## src/rtl/ex_issue_stage.sv

```systemverilog
// ID/EX pipeline register with ALU-control decode, EX/MEM and MEM/WB operand
// forwarding, load-use stall detection and flush squashing.
module ex_issue_stage (
  input  logic        clock,
  input  logic        reset,
  input  logic        IDValid,
  input  logic [31:0] IDPC,
  input  logic [31:0] IDImm,
  input  logic [31:0] IDRs1Data,
  input  logic [31:0] IDRs2Data,
  input  logic [4:0]  IDRs1,
  input  logic [4:0]  IDRs2,
  input  logic [4:0]  IDRd,
  input  logic [1:0]  IDALUOp,
  input  logic [2:0]  IDFunct3,
  input  logic        IDFunct7b5,
  input  logic        IDALUSrc,
  input  logic        IDRegWrite,
  input  logic        IDMemRead,
  input  logic        IDMemWrite,
  input  logic        IDMemToReg,
  input  logic        IDBranch,
  input  logic        Flush,
  input  logic        MEMRegWrite,
  input  logic [4:0]  MEMRd,
  input  logic [31:0] MEMALUOut,
  input  logic        WBRegWrite,
  input  logic [4:0]  WBRd,
  input  logic [31:0] WBData,
  output logic        Stall,
  output logic [3:0]  ALUctl,
  output logic [31:0] A,
  output logic [31:0] B,
  output logic [31:0] StoreData,
  output logic        EXValid,
  output logic        EXRegWrite,
  output logic        EXMemRead,
  output logic        EXMemWrite,
  output logic        EXMemToReg,
  output logic        EXBranch,
  output logic [4:0]  EXRd,
  output logic [31:0] EXPC,
  output logic [31:0] EXImm
);

  typedef struct packed {
    logic        valid;
    logic [31:0] pc;
    logic [31:0] imm;
    logic [31:0] rs1_data;
    logic [31:0] rs2_data;
    logic [4:0]  rs1;
    logic [4:0]  rs2;
    logic [4:0]  rd;
    logic [1:0]  alu_op;
    logic [2:0]  funct3;
    logic        funct7b5;
    logic        alu_src;
    logic        reg_write;
    logic        mem_read;
    logic        mem_write;
    logic        mem_to_reg;
    logic        branch;
  } idex_t;

  idex_t idex_reg;
  idex_t idex_next;

  // A load in EX whose destination feeds the instruction in ID must wait a cycle.
  assign Stall = !Flush && IDValid && idex_reg.valid && idex_reg.mem_read &&
                 (idex_reg.rd != 5'd0) &&
                 ((idex_reg.rd == IDRs1) || (idex_reg.rd == IDRs2));

  always_comb begin
    idex_next = '0;
    if (!Flush && !Stall) begin
      idex_next.valid      = IDValid;
      idex_next.pc         = IDPC;
      idex_next.imm        = IDImm;
      idex_next.rs1_data   = IDRs1Data;
      idex_next.rs2_data   = IDRs2Data;
      idex_next.rs1        = IDRs1;
      idex_next.rs2        = IDRs2;
      idex_next.rd         = IDRd;
      idex_next.alu_op     = IDALUOp;
      idex_next.funct3     = IDFunct3;
      idex_next.funct7b5   = IDFunct7b5;
      idex_next.alu_src    = IDALUSrc;
      idex_next.reg_write  = IDRegWrite;
      idex_next.mem_read   = IDMemRead;
      idex_next.mem_write  = IDMemWrite;
      idex_next.mem_to_reg = IDMemToReg;
      idex_next.branch     = IDBranch;
    end
  end

  always_ff @(posedge clock or posedge reset) begin
    if (reset) begin
      idex_reg <= '0;
    end else begin
      idex_reg <= idex_next;
    end
  end

  always_comb begin
    ALUctl = 4'b0010;
    case (idex_reg.alu_op)
      2'b00: ALUctl = 4'b0010;
      2'b01: ALUctl = (idex_reg.funct3 == 3'b100) ? 4'b0111 : 4'b0110;
      default: begin
        case (idex_reg.funct3)
          3'b000: ALUctl = (idex_reg.alu_op == 2'b10 && idex_reg.funct7b5) ? 4'b0110 : 4'b0010;
          3'b111: ALUctl = 4'b0000;
          3'b110: ALUctl = 4'b0001;
          3'b010: ALUctl = 4'b0111;
          default: ALUctl = 4'b1111;
        endcase
      end
    endcase
  end

  // One forwarding mux per source operand; the younger MEM result beats WB.
  genvar gi;
  generate
    for (gi = 0; gi < 2; gi++) begin : g_fwd
      logic [4:0]  idx;
      logic [31:0] latched;
      logic [31:0] sel;
      assign idx     = (gi == 0) ? idex_reg.rs1 : idex_reg.rs2;
      assign latched = (gi == 0) ? idex_reg.rs1_data : idex_reg.rs2_data;
      always_comb begin
        sel = latched;
        if (MEMRegWrite && (MEMRd != 5'd0) && (MEMRd == idx)) begin
          sel = MEMALUOut;
        end else if (WBRegWrite && (WBRd != 5'd0) && (WBRd == idx)) begin
          sel = WBData;
        end
      end
    end
  endgenerate

  assign A          = g_fwd[0].sel;
  assign StoreData  = g_fwd[1].sel;
  assign B          = idex_reg.alu_src ? idex_reg.imm : g_fwd[1].sel;

  assign EXValid    = idex_reg.valid;
  assign EXRegWrite = idex_reg.reg_write;
  assign EXMemRead  = idex_reg.mem_read;
  assign EXMemWrite = idex_reg.mem_write;
  assign EXMemToReg = idex_reg.mem_to_reg;
  assign EXBranch   = idex_reg.branch;
  assign EXRd       = idex_reg.rd;
  assign EXPC       = idex_reg.pc;
  assign EXImm      = idex_reg.imm;

endmodule

```

## config.mk

```make
export PLATFORM = sky130hd
export DESIGN_NAME = ex_issue_stage
export DESIGN_NICKNAME = d
export VERILOG_FILES = /design/src/rtl/ex_issue_stage.sv
export SDC_FILE = /design/constraint.sdc
export NUM_CORES = 1
export LEC_CHECK = 0
export CAP_MARGIN = 20
export CORE_AREA = 5 5 155 157
export CTS_BUF_LIST = sky130_fd_sc_hd__clkbuf_16
export DETAILED_ROUTE_END_ITERATION = 16
export DIE_AREA = 0 0 160 162
export GPL_TIMING_DRIVEN = 0
export PLACE_DENSITY = 0.74
export SLEW_MARGIN = 5
export SYNTH_ARGS = -nofsm -noshare
export SYNTH_HDL_FRONTEND = slang
export SYNTH_SLANG_ARGS = --single-unit
```

## constraint.sdc

```tcl
create_clock -name clock -period 4.41 [get_ports clock]
set_clock_uncertainty 0.05 [all_clocks]
set_input_delay 0.441 -clock clock [delete_from_list [all_inputs] [get_ports clock]]
set_output_delay 0.441 -clock clock [all_outputs]
set_load 0.02 [all_outputs]
```

==> metrics.csv <==
stage,metric,value,unit
logic_synthesis,Synth Seq Share,47.9,%
power_and_ir_drop,P_leak,0.00579,uW
logic_synthesis,aoi share,10.5,%
power_and_ir_drop,Logic pwr share,24.6,%
placement,Placement Setup Slack,519,ps
die,Core Region,22400,sq um
logic_synthesis,Synth cell types,34,
finish,Final nets,1456,
global_route,first-pass GRT wire length,46800,um
finish,seq_cells,156,
timing,Final min period,3910,ps
finish,fraction of area in multi-input gates,24.9,%
placement,Placer Congestion,0.865,
finish,Seq/total area,29.4,%
detailed_routing,Remaining DRCs,0,
power_and_ir_drop,Power Dens Cells,297,nW/um^2
setup_path,crit path launch,MEMRd[1],
finish,Layout area overhead,62.8,%
clock_network,clock sink count,156,
die,Die Area,25900,sq um
power_and_ir_drop,Int Power,2790,uW
detailed_routing,routed wire length,31600,um
clock_network,post_cts resized,0,
run_status,outcome,completed,
finish,Biggest Area Class,buffers,
placement,port bufs,410,
die,fp_density,36.5,%
die,I/O pin count,411,
power_and_ir_drop,Peak VDD IR,228,uV
logic_synthesis,Post-synth ARST share,100,%
setup_path,CP Capture Type,output pin,
setup_path,Setup Crit Path Kind,in2out,
placement,Placed Instances,1487,
power_and_ir_drop,clock power share,36.5,%
detailed_routing,via count,7194,
logic_synthesis,Post-Synthesis Net Count,1023,
logic_synthesis,Yosys top cell by area,dfrtp_1,
finish,Finished Layout Cells,1520,
clock_network,Clock transition at path regs,70,ps
global_route,largest net degree at the start of global routing,40,
clock_network,H-tree depth,4,
detailed_routing,Vias/cell,4.73,
die,die width,160,um
setup_path,worst-path cell chain,"clkdlybuf4s50_1, or4_1, o21a_1, nand3_2, clkbuf_1, nor3_1, a221oi_2, clkdlybuf4s50_1",
logic_synthesis,yosys xor share,3.22,%
finish,final-layout clock buffer total,17,
die,Tapcell Cnt,285,
finish,comb_multi_in,477,
setup_path,critical path's slowest cell,clkdlybuf4s50_1,
timing,Rel. slew slack,41.4,%
logic_synthesis,Post-synth EDFFs,0,
finish,most used logic cell in the final layout,clkdlybuf4s50_1,
detailed_routing,Starting DRT DRC Count,298,
timing,fin crit share,88.7,%
global_route,total track usage,23.8,%
setup_path,worst path arrival time,3420,ps
die,Die Ht,162,um
logic_synthesis,MUX share of area,7.98,%
setup_path,Crit path largest cell delay,680,ps
placement,HPWL after DPL,25300,um
setup_path,"most used cell, CP",clkdlybuf4s50_1,
run,Log Warnings,26,
finish,Signal inverters,35,
setup_path,critical path's top delay family,buffers and inverters,
global_route,grt ovf,0,
timing,Min Hold Slack,330,ps
power_and_ir_drop,switching power,1160,uW
detailed_routing,DR pass1 iterations,4,
finish,Inserted Diodes,1,
clock_network,Setup Buffers After CTS,0,
timing,Fin Setup TNS,0,ps
power_and_ir_drop,sw frac,29.4,%
finish,Final clock-cell share,4.35,%
power_and_ir_drop,sequential fraction of design power,38.9,%
logic_synthesis,"Simple Share, Synth",18.8,%
logic_synthesis,top cells by count,"156 x and2_1, 156 x dfrtp_1, 73 x buf_4",
finish,Non-Clock Buffer Count,534,
setup_path,critical path peak fanout,10,
logic_synthesis,ranking of synthesized cells by area,"dfrtp_1 48%, and2_1 12%, mux2i_1 8.0%",
logic_synthesis,#FFs+latches synth,156,
finish,max reg flops,64,
setup_path,CP bufs+invs,3,
clock_network,Root Driver,clkbuf_16,
finish,NonClk Buf Share,37.7,%
timing,Pins Over Slew Limit,0,
logic_synthesis,Synth warnings,0,
run,Maximum Capacitance Violations,0,
## metal layers
metal  up-vias  GRT usage [%]  share of wire [%]
li1       3408              -                  -
met1      3420           26.5                 37
met2       312           42.2                 50
met3        48           9.64                9.5
met4         6           6.92                2.4
met5         -              0               0.15
## power by group through the flow
stage	sequential (uW)	clock (uW)	combinational, uW
3_3_place_gp	1560	0	960
3_5_place_dp	1560	0	975
2_1_floorplan	1560	0	434
6_report	1540	1440	970
5_1_grt	1540	1540	1030
4_1_cts	1540	1480	980
## path summary, 6_finish.rpt
kind,end,slack [ps],depth (start not counted)
setup / recovery,B[13],500,8
hold / removal,EXMemWrite,330,2
setup reg to reg,EXImm[0],1940,6
hold reg to reg,EXValid,720,3
max in group asynchronous,EXImm[23],3440,3
min in group clock,EXPC[18],510,2
Fig. 1: signal wires on met1
Supply wires on this layer in gray.
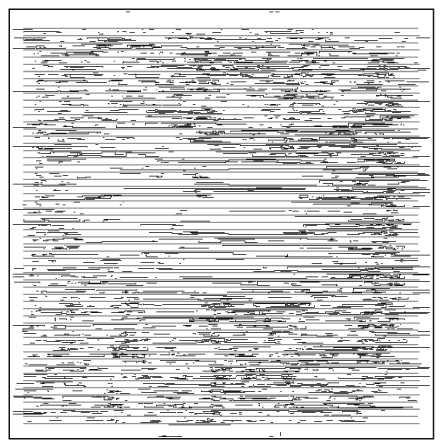
wire length on this layer	11800 um
longest straight run	69.0 um

Fig. 2: the metal 2 layer
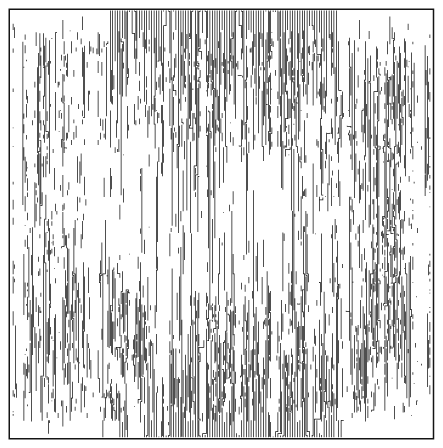
nets with wire on the layer	1240
wire length on this layer	15900 um

Fig. 3: the metal 3 layer
The bar under the picture is 50 um long.
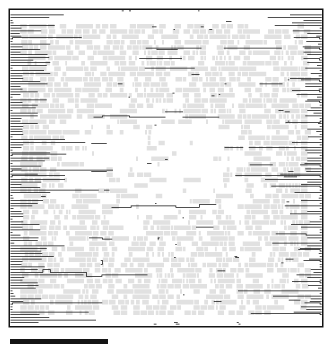
nets with wire on the layer	264
wire length on this layer	3000 um
longest straight run	51.5 um
main direction	horizontal
share of all routed wire	9.5%

Power and IR drop assume default switching activity.
